===== config.mk =====
export PLATFORM = sky130hd
export DESIGN_NAME = data_mem_ctrl
export DESIGN_NICKNAME = d
export VERILOG_FILES = /design/src/rtl/mem_pkg.sv /design/src/rtl/load_extend.sv /design/src/rtl/data_mem_ctrl.sv
export SDC_FILE = /design/constraint.sdc
export NUM_CORES = 1
export LEC_CHECK = 0
export ABC_AREA = 1
export CAP_MARGIN = 40
export CORE_MARGIN = 1
export CORE_UTILIZATION = 50
export DETAILED_ROUTE_END_ITERATION = 7
export DONT_BUFFER_PORTS = 1
export SETUP_SLACK_MARGIN = 0.2
export SYNTH_ARGS = -nofsm -noshare
export SYNTH_HDL_FRONTEND = slang
export SYNTH_SLANG_ARGS = --single-unit

===== constraint.sdc =====
create_clock -name clk -period 8.7 [get_ports clk]
set_clock_uncertainty 0.15 [all_clocks]
set_input_delay 2.61 -clock clk [delete_from_list [all_inputs] [get_ports clk]]
set_output_delay 2.61 -clock clk [all_outputs]
set_load 0.02 [all_outputs]

===== src/rtl/mem_pkg.sv =====
// Shared types for the data-memory sequencer.
// Access sizes, FSM states and store masks.
package mem_pkg;

  typedef enum logic [1:0] {
    MEM_BYTE = 2'd0,
    MEM_HALF = 2'd1,
    MEM_WORD = 2'd2
  } mem_size_t;

  typedef enum logic [2:0] {
    IDLE,
    WRITE,
    ISSUE,
    WAIT,
    RESP,
    ERR
  } dmc_state_t;

  localparam logic [3:0] MASK_B = 4'b0001;
  localparam logic [3:0] MASK_H = 4'b0011;
  localparam logic [3:0] MASK_W = 4'b1111;

endpackage


===== src/rtl/load_extend.sv =====
// Load lane shift, size select, sign/zero extend.
// Ports: word/off/size/sgn in, res out (combinational).
module load_extend
  import mem_pkg::*;
(
  input  logic [31:0] word,
  input  logic [1:0]  off,
  input  mem_size_t   size,
  input  logic        sgn,
  output logic [31:0] res
);

  logic [31:0] sh;

  assign sh = word >> {off, 3'b000};

  always_comb begin
    res = sh;
    unique case (size)
      MEM_BYTE: res = {{24{sgn & sh[7]}}, sh[7:0]};
      MEM_HALF: res = {{16{sgn & sh[15]}}, sh[15:0]};
      default:  res = sh;
    endcase
  end

endmodule


===== src/rtl/data_mem_ctrl.sv =====
// Execute-stage to block-RAM data memory sequencer.
// Ports: req/ctrl/addr/wdata in; stall/done/rdata/err out; mem_* BRAM side.
module data_mem_ctrl
  import mem_pkg::*;
#(
  parameter int RD_LAT = 1
) (
  input  logic        clk,
  input  logic        rst,
  input  logic        req_valid,
  input  logic        MemRead,
  input  logic [3:0]  MemWrite,
  input  logic [1:0]  MemReadSize,
  input  logic        MemReadSigned,
  input  logic [31:0] addr,
  input  logic [31:0] wdata,
  output logic        stall,
  output logic        done,
  output logic [31:0] rdata,
  output logic        err,
  output logic        mem_en,
  output logic [3:0]  mem_we,
  output logic [29:0] mem_addr,
  output logic [31:0] mem_wdata,
  input  logic [31:0] mem_rdata
);

  localparam logic [1:0] CNT_INIT = 2'(RD_LAT - 1);

  dmc_state_t  state, nxt;
  logic [31:0] addr_q, wdata_q, ext;
  logic [3:0]  mask_q;
  mem_size_t   size_q;
  logic        sgn_q, err_q;
  logic [1:0]  cnt;

  logic ld, st, half, word, badmask, illegal, accept;

  assign ld = MemRead;
  assign st = |MemWrite;

  assign half = (MemReadSize == 2'd1) | (MemWrite == MASK_H);
  assign word = (MemReadSize == 2'd2) | (MemWrite == MASK_W);

  assign badmask = st & ~((MemWrite == MASK_B) |
                          (MemWrite == MASK_H) |
                          (MemWrite == MASK_W));

  assign illegal = (ld & st) |
                   (MemReadSize == 2'd3) |
                   (half & addr[0]) |
                   (word & (|addr[1:0])) |
                   badmask;

  // Reset must force stall low even with a request pending.
  assign accept = ~rst & (state == IDLE) &
                  req_valid & (ld | st);

  assign err = err_q;

  load_extend u_ext (
    .word (mem_rdata),
    .off  (addr_q[1:0]),
    .size (size_q),
    .sgn  (sgn_q),
    .res  (ext)
  );

  always_comb begin
    nxt       = state;
    stall     = 1'b0;
    done      = 1'b0;
    mem_en    = 1'b0;
    mem_we    = 4'b0000;
    mem_addr  = addr_q[31:2];
    mem_wdata = '0;
    unique case (state)
      IDLE: begin
        mem_addr = '0;
        if (accept) begin
          stall = 1'b1;
          if (illegal)  nxt = ERR;
          else if (st)  nxt = WRITE;
          else          nxt = ISSUE;
        end
      end
      WRITE: begin
        mem_en = 1'b1;
        mem_we = mask_q << addr_q[1:0];
        unique case (mask_q)
          MASK_B:  mem_wdata = {4{wdata_q[7:0]}};
          MASK_H:  mem_wdata = {2{wdata_q[15:0]}};
          default: mem_wdata = wdata_q;
        endcase
        done = 1'b1;
        nxt  = IDLE;
      end
      ISSUE: begin
        mem_en = 1'b1;
        stall  = 1'b1;
        nxt    = WAIT;
      end
      WAIT: begin
        stall = 1'b1;
        if (cnt == 2'd0) nxt = RESP;
      end
      RESP: begin
        done = 1'b1;
        nxt  = IDLE;
      end
      ERR: begin
        done = 1'b1;
        nxt  = IDLE;
      end
      default: nxt = IDLE;
    endcase
  end

  always_ff @(posedge clk or posedge rst) begin
    if (rst) begin
      state   <= IDLE;
      addr_q  <= '0;
      wdata_q <= '0;
      mask_q  <= '0;
      size_q  <= MEM_BYTE;
      sgn_q   <= 1'b0;
      err_q   <= 1'b0;
      cnt     <= '0;
      rdata   <= '0;
    end else begin
      state <= nxt;
      if (accept) begin
        addr_q  <= addr;
        wdata_q <= wdata;
        mask_q  <= MemWrite;
        size_q  <= mem_size_t'(MemReadSize);
        sgn_q   <= MemReadSigned;
        err_q   <= illegal;
      end else if (done) begin
        err_q <= 1'b0;
      end
      if (state == ISSUE)
        cnt <= CNT_INIT;
      else if (state == WAIT && cnt != 2'd0)
        cnt <= cnt - 2'd1;
      // Last WAIT cycle: memory word is valid now.
      if (state == WAIT && cnt == 2'd0)
        rdata <= ext;
    end
  end

endmodule


==> run_1/wires.png <==
Scale bar: 20 um.
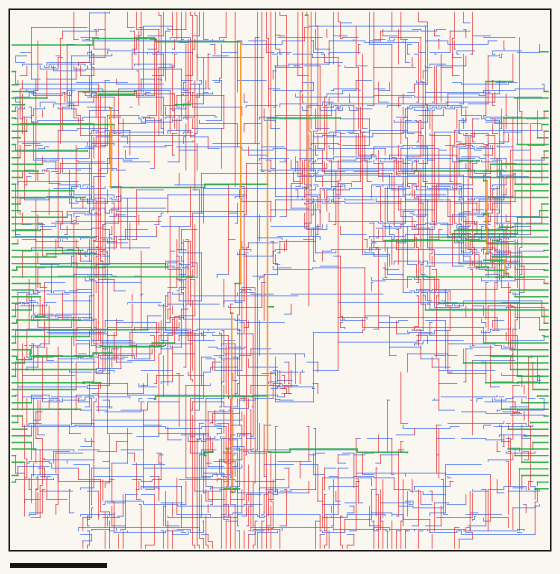
| color | layer | wire length |
|---|---|---|
| blue | metal 1 | 6290 um |
| red | metal 2 | 6680 um |
| orange | metal 4 | 233 um |
| green | metal 3 | 1210 um |

==> run_1/cell_density.png <==
11 x 11 tiles, from dark blue (low) to red (high), 0 to 100% covered.
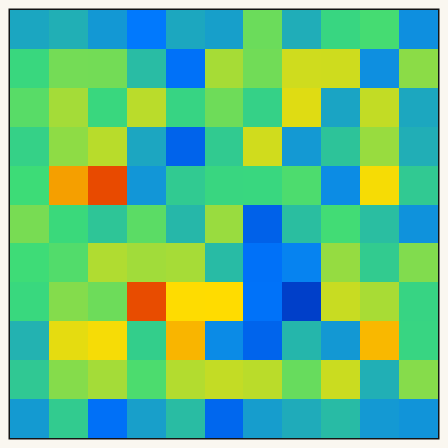
densest ninth of the die: middle left
fullest tile: 92%
tiles over 75% full: 5.0%
mean over tiles: 49%
Floorplan Utilization: 51.7%
Core Area: 11500 um^2

==> CHANGELOG.md, run 1 <==
## Implementation

- Max-area cell share: 46.0%
- Synth cell types: 37
- Pleak: 3.21 nW
- Largest stage delay, worst path: 0.55 ns
- Max clock buf depth: 2
- Hold path startpoint: wdata_q[19]$_DFFE_PP0P_
- DP Cell Count: 885
- Worst Hold Depth: 2
- Layout cells sized above 1: 12.0%
- PD cells: 364 nW/um^2
- CTS H-tree lvls: 3
- Worst Setup End Kind: output pin
- Status: complete, no violations
- Synth logic family: simple AND/OR/NAND/NOR gates
- Number of cells on the critical path: 5
- Die Y: 111 um
- OpenROAD warnings: 26
- Area Growth Syn to Fin: 5.49%
- Compound Share, Synth: 14.3%
- Number of flops mapped to enable cells by yosys: 0
- RePlAce Congestion: 0.874
- CP max stage cell: nand2_2
- Critical path arrival: 4.39 ns
- Final hold violations: 0
- Hold crit path type: reg -> reg
- Worst path cell trace: clkinvlp_4, nand2_1, nor2_2, nand2_2, o21ai_0
- Worst-Margin Slew: 0.907 ns
- Setup violations, final: 0
- Largest net degree at the start of global routing: 88
- Cycle use final: 82.2%
- Nets: 861
- Total Die Area: 12300 um^2
- Reg2Reg Setup Slack: 6.09 ns
- DR vias: 4867
- Reg-to-Reg End: mask_q[0]$_DFFE_PP0P_
- Max frequency: 140 MHz
- I/O Buffers: 0
- Post-DRT Antenna Nets: 0
==> run_1/logic_types.png <==
Scale bar: 20 um.
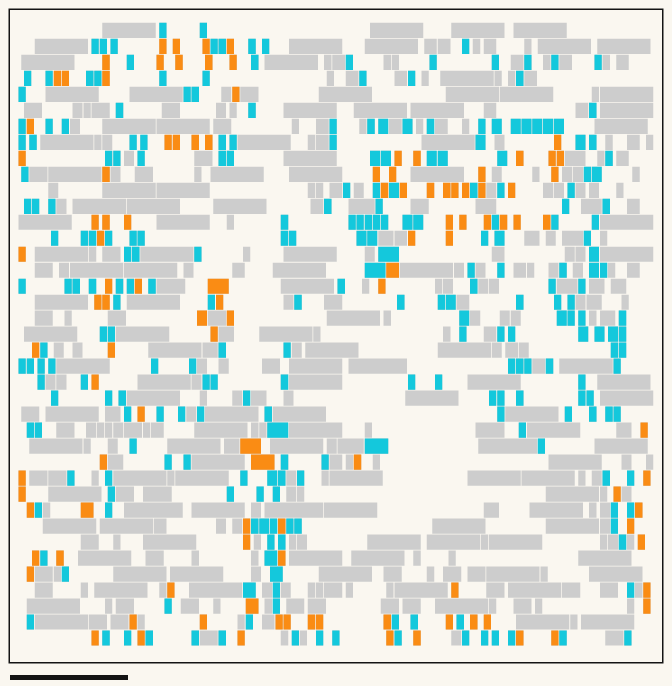
| color | family | cells | where |
|---|---|---|---|
| cyan | NAND gates | 262 | all over the die |
| orange | NOR gates | 109 | all over the die |
most used logic cell in the final layout: nand2_1
non-filler cells in the finished layout: 901
Comb area share: 41.0%

-- run 1: registers in the layout, indices dropped and copies added, names as in the netlist --
signal / count
addr_q: 32
sgn_q: 1
wdata_q: 32
size_q: 2
err: 1
rdata: 32
cnt: 2
mask_q: 4
state: 3
-- run 1: cells in the mapped netlist, types with 4 or more instances --
master	count
clkbuf_1	9
mux2i_1	5
nand2_1	223
inv_1	89
o211ai_1	7
a21oi_1	21
buf_2	16
dfrtp_1	109
o221ai_1	6
or2_0	9
buf_6	14
o21ai_0	47
or2_2	14
nor2_1	102
nand3_1	32
a31oi_1	5
o21ai_2	36
buf_1	4
inv_2	5
-- run 1: per-layer routing --
metal | track usage (%) | wire length, um | vias up
met5 | 0 | 0 | -
met2 | 38.0 | 6680 | 179
met1 | 31.7 | 6290 | 2273
met4 | 7.38 | 232 | 0
li1 | - | - | 2396
met3 | 7.98 | 1210 | 19
-- run 1: power by group --
part	switching [W]	leakage, nW	total, W	internal, W
Sequential	0.000189	1.36	0.000899	0.000710
Combinational	0.000682	1.70	0.000978	0.000296
Clock	0.000184	0.146	0.000402	0.000218
-- run 1: final cells by class --
type	instances	area, um^2	area share (%)
clock buffers	13	270	4.32
clock inverters	3	18.8	0.300
inverters	95	365	5.84
multi-input cells	531	2560	41.0
flip-flops and latches	109	2730	43.6
well taps	143	179	2.86
repair buffers	7	133	2.12
-- run 1: per-stage QoR --
step / power, W / cell area (um^2) / util, % / hold WS, ns
after floorplan: 0.00170 / 5930 / - / 0.294
after global placement: 0.00183 / 5860 / 51.1 / 0.308
after detailed placement: 0.00189 / 5970 / 52.0 / 0.310
after CTS: 0.00229 / 6260 / 54.6 / 0.329
after global routing: 0.00245 / 6260 / 54.6 / 0.348
final: 0.00228 / 6260 / 54.6 / 0.325
==> run_1/clk_routes.png <==
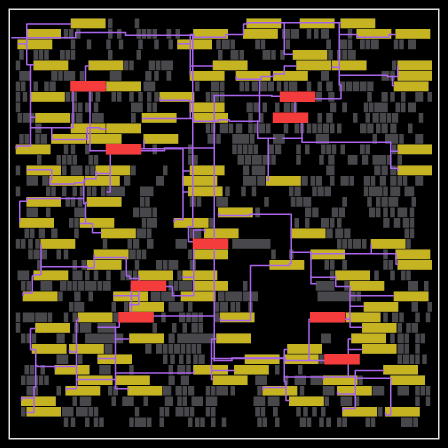

==> run 2: changes to the inputs <==
Settings changed: PLACE_DENSITY from default to 0.68.
Clock period 8.7 ns to 6.4 ns, I/O delays scaled along.
==> run_2/clk_routes.png <==
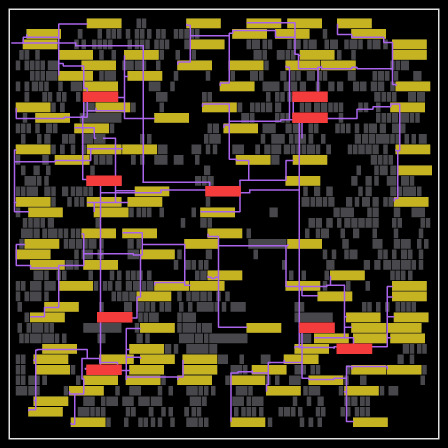
[yellow] flip-flops | count: 109
[purple] clock wires | length: 1320 um
[red] clock drivers | count: 9
routed clock nets: 10
flops lie: all over the die
Clock Power Share: 17.8%
Clock Power: 0.000556 W

==> run 2 against run 1 <==
Effect of this change:
- largest cell class unchanged
- non-clock buffer count rose by 3
- global-route usage fell by 0.36 points
- sequential share of layout area fell by 0.27 points
- cell area rose by 0.62%
- sequential power rose by 37%
- total power rose by 37%
- critical path type unchanged
- final cell count rose by 0.33%
- critical path depth did not move
- setup slack improved by 0.25 ns
==> CHANGELOG.md, run 2 <==
## Implementation

- Core Area: 11500 um^2 (unchanged)
- Hold crit path type: reg -> reg (unchanged)
- Compound Share, Synth: 14.3% (unchanged)
- Synth cell types: 37 (unchanged)
- Layout cells sized above 1: 12.4% (was 12.0%)
- NetSw: 0.00144 W (was 0.00105 W)
- CTS H-tree lvls: 3 (unchanged)
- Seq pwr share: 39.3% (was 39.4%)
- Design Power: 0.00312 W (was 0.00228 W)
- Setup violations, final: 0 (unchanged)
- Post-DP Area: 6000 um^2 (was 5970 um^2)
- Largest registers: addr_q (32), rdata (32), wdata_q (32) (unchanged)
- Worst-Margin Slew: 0.871 ns (was 0.907 ns)
- I/O Buffers: 0 (unchanged)
- DR vias: 4928 (was 4867)
- Non-filler cells in the finished layout: 904 (was 901)
- Max clock buf depth: 2 (unchanged)
- Synth cell count leaders: 223 x nand2_1, 109 x dfrtp_1, 102 x nor2_1 (unchanged)
- CP max stage cell: and2_1 (was nand2_2)
- Floorplan Utilization: 51.7% (unchanged)
- Status: complete, no violations (unchanged)
- Largest stage delay, worst path: 0.19 ns (was 0.55 ns)
- Finished Core Util: 54.9% (was 54.6%)
- Pleak: 3.23 nW (was 3.21 nW)
- Worst path cell trace: nor2_2, and2_1, nand2_1, nand2_2, o21ai_4 (was clkinvlp_4, nand2_1, nor2_2, nand2_2, o21ai_0)
- Int Pwr: 0.00168 W (was 0.00122 W)
- Post-DRT Antenna Nets: 0 (unchanged)
- Max-area cell share: 46.0% (unchanged)
- RePlAce Congestion: 0.881 (was 0.874)
- Die Y: 111 um (unchanged)
- Hold path startpoint: wdata_q[18]$_DFFE_PP0P_ (was wdata_q[19]$_DFFE_PP0P_)
- Nets: 864 (was 861)
- Largest net degree at the start of global routing: 63 (was 88)
- Number of flops mapped to enable cells by yosys: 0 (unchanged)
- DP Cell Count: 888 (was 885)
- Total Die Area: 12300 um^2 (unchanged)
- Critical path arrival: 2.54 ns (was 4.39 ns)
-- run 2: cell counts after synthesis --
Identical to the previous run, type by type.
-- run 2: final cells by class --
type	instances	area, um^2
inverter	95	365
clock inverter	5	61.3
fill	1101	5170
tap	143	179
clock buffer	11	233
sequential	109	2730
timing repair buffer	10	155
multi-input combinational	531	2570
-- run 2: power by group through the flow --
stage | clock, W | combinational (W) | sequential [W]
detailed placement | 0 | 0.00134 | 0.00124
CTS | 0.000571 | 0.00135 | 0.00123
finish | 0.000556 | 0.00134 | 0.00123
floorplan | 0 | 0.00117 | 0.00115
global route | 0.000593 | 0.00149 | 0.00126
global placement | 0 | 0.00124 | 0.00125
-- run 2: layer usage --
| layer | track usage, % | wire (um) | vias to the layer above |
|---|---|---|---|
| li1 | - | - | 2392 |
| met1 | 30.6 | 6030 | 2317 |
| met2 | 39.4 | 6850 | 200 |
| met3 | 5.96 | 1090 | 19 |
| met4 | 7.73 | 255 | 0 |
| met5 | 0 | 0 | - |
-- run 2: path summary, 6_finish.rpt --
| check | cells after the start | slack, ns | end |
|---|---|---|---|
| worst max-delay path | 5 | 1.79 | stall |
| worst min-delay path | 2 | 0.33 | wdata_q[18]$_DFFE_PP0P_ |
| worst max register to register | 7 | 3.85 | rdata[18]$_DFFE_PP0P_ |
| worst min register to register | 2 | 0.33 | wdata_q[18]$_DFFE_PP0P_ |
| max in group asynchronous | 4 | 3.62 | wdata_q[26]$_DFFE_PP0P_ |
| min in group asynchronous | 2 | 1.45 | addr_q[16]$_DFFE_PP0P_ |
-- run 2: worst register-to-register path, cell delays in order, from the launching register on --
cell and delay [ns]:
dfrtp_1 0.86, inv_2 0.34, nand3_1 0.19, o21a_1 0.19, nand3_2 0.39, nand3_1 0.24
nand2_1 0.08, inv_1 0.06
==> run_2/congestion.png <==
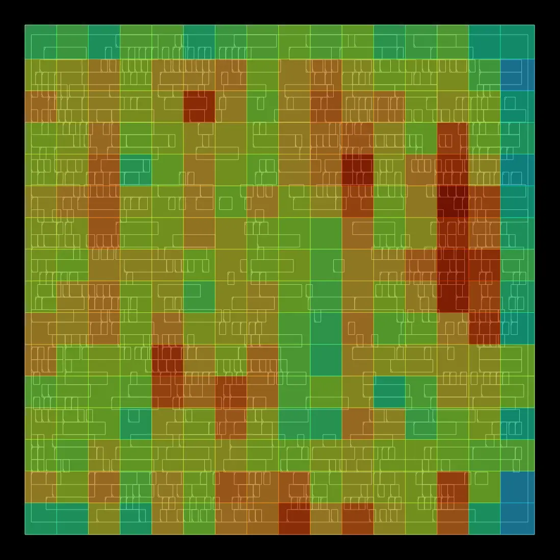

==> run 3: changes to the inputs <==
Settings changed: PLACE_DENSITY 0.68 to default.
Clock period 6.4 ns to 4.46 ns, I/O delays scaled along.
==> run_3/congestion.png <==
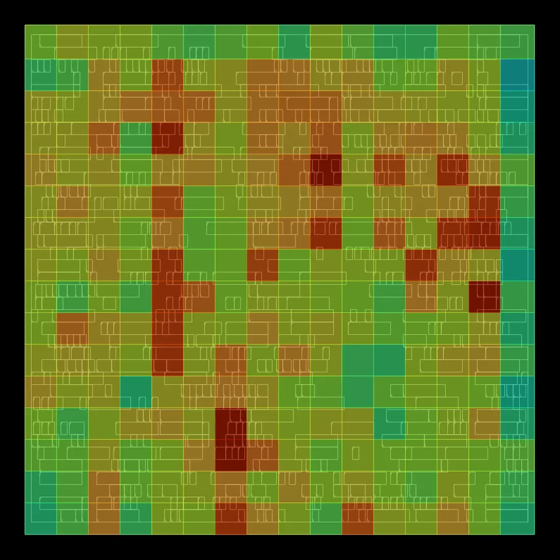
Total GRT Usage: 24.2%
met2 usage: 39.4%
grt met1 use: 30.6%

==> run 3 against run 2 <==
Effect of this change:
- sequential power up 43%
- setup slack worse by 1.0 ns
- clock-buffer cell count unchanged
- non-clock buffer count up 1
- first-iteration DRC count down 16%
- register-to-register slack worse by 1.9 ns
- sequential cell count unchanged
- critical path depth down 1
- utilization up 0.076 points
==> CHANGELOG.md, run 3 <==
## Implementation

- RePlAce Congestion: 0.874 (was 0.881)
- Pleak: 3.23 nW (about the same)
- Design Power: 0.00454 W (was 0.00312 W)
- Floorplan Utilization: 51.7% (unchanged)
- Cell area after layout: 6300 um^2 (was 6290 um^2)
- Status: complete, no violations (unchanged)
- Met1 wire length: 6150 um (was 6030 um)
- WL met2: 6710 um (was 6850 um)
- Seq pwr share: 38.7% (was 39.3%)
- Busiest grt layer: met2 (unchanged)
- Clock Power: 0.000865 W (was 0.000556 W)
- Worst Setup End Kind: output pin (unchanged)
- Number of flops mapped to enable cells by yosys: 0 (unchanged)
- Logic area: 2570 um^2 (unchanged)
- Max-area cell share: 46.0% (unchanged)
- Post-DRT Antenna Nets: 0 (unchanged)
- Power Combinational: 0.00192 W (was 0.00134 W)
- Max frequency: 272 MHz
- CTS H-tree lvls: 3 (unchanged)
- Die Y: 111 um (unchanged)
- Nets: 865 (was 864)
- OpenROAD warnings: 27 (unchanged)
- Main power group: combinational logic (unchanged)
- Worst-Margin Slew: 0.824 ns (was 0.871 ns)
- Layout cells sized above 1: 12.5% (was 12.4%)
- Top layer in use: met4 (unchanged)
- Largest registers: addr_q (32), rdata (32), wdata_q (32) (unchanged)
- Cycle use final: 82.5%
- Met3 WL: 1420 um (was 1090 um)
==> run 3: cell types whose count changed in the layout (fill, tap and decap cells not counted), sizes merged <==
cell and change:
clkinv -3, buf +1, bufinv +1, clkinvlp +1
==> run 3: cells by family (layout without fill, tap and decap cells) <==
logic type | count (synthesis) | in the layout | synth area share (%)
AND/OR/NAND/NOR | 396 | 396 | 27.8
buffers and inverters | 138 | 121 | 10.9
AND-OR/OR-AND | 129 | 129 | 14.3
flip-flops | 109 | 109 | 46.0
multiplexers | 5 | 5 | 0.844
adder cells (fa/ha/maj) | 1 | 1 | 0.211
==> run 3: final cells by class <==
class | instances | share of cell area (%)
clock buffer | 11 | 3.85
clock inverter | 4 | 1.15
inverter | 95 | 5.80
multi-input combinational | 531 | 40.8
sequential | 109 | 43.3
tap | 143 | 2.84
timing repair buffer | 11 | 2.26
==> run 3: path summary, 6_finish.rpt <==
| path | startpoint | end | slack, ns | cells past startpoint |
|---|---|---|---|---|
| worst max-delay path | state[2]$_DFFE_PP0P_ | mem_wdata[14] | 0.78 | 4 |
| worst min-delay path | wdata_q[20]$_DFFE_PP0P_ | wdata_q[20]$_DFFE_PP0P_ | 0.33 | 2 |
| worst max register to register | addr_q[1]$_DFFE_PP0P_ | rdata[26]$_DFFE_PP0P_ | 1.97 | 7 |
| worst min register to register | wdata_q[20]$_DFFE_PP0P_ | wdata_q[20]$_DFFE_PP0P_ | 0.33 | 2 |
| max in group asynchronous | rst | wdata_q[21]$_DFFE_PP0P_ | 2.02 | 3 |
| min in group asynchronous | rst | addr_q[12]$_DFFE_PP0P_ | 0.90 | 2 |
==> run 3: critical path, cell delays in order, from the launching register on <==
cell	delay, ns
dfrtp_1	0.46
nor3_2	0.56
buf_4	0.28
o21ai_0	0.13
a21oi_1	0.42
Power figures rest on the tool's default switching activity, not on a simulated workload.
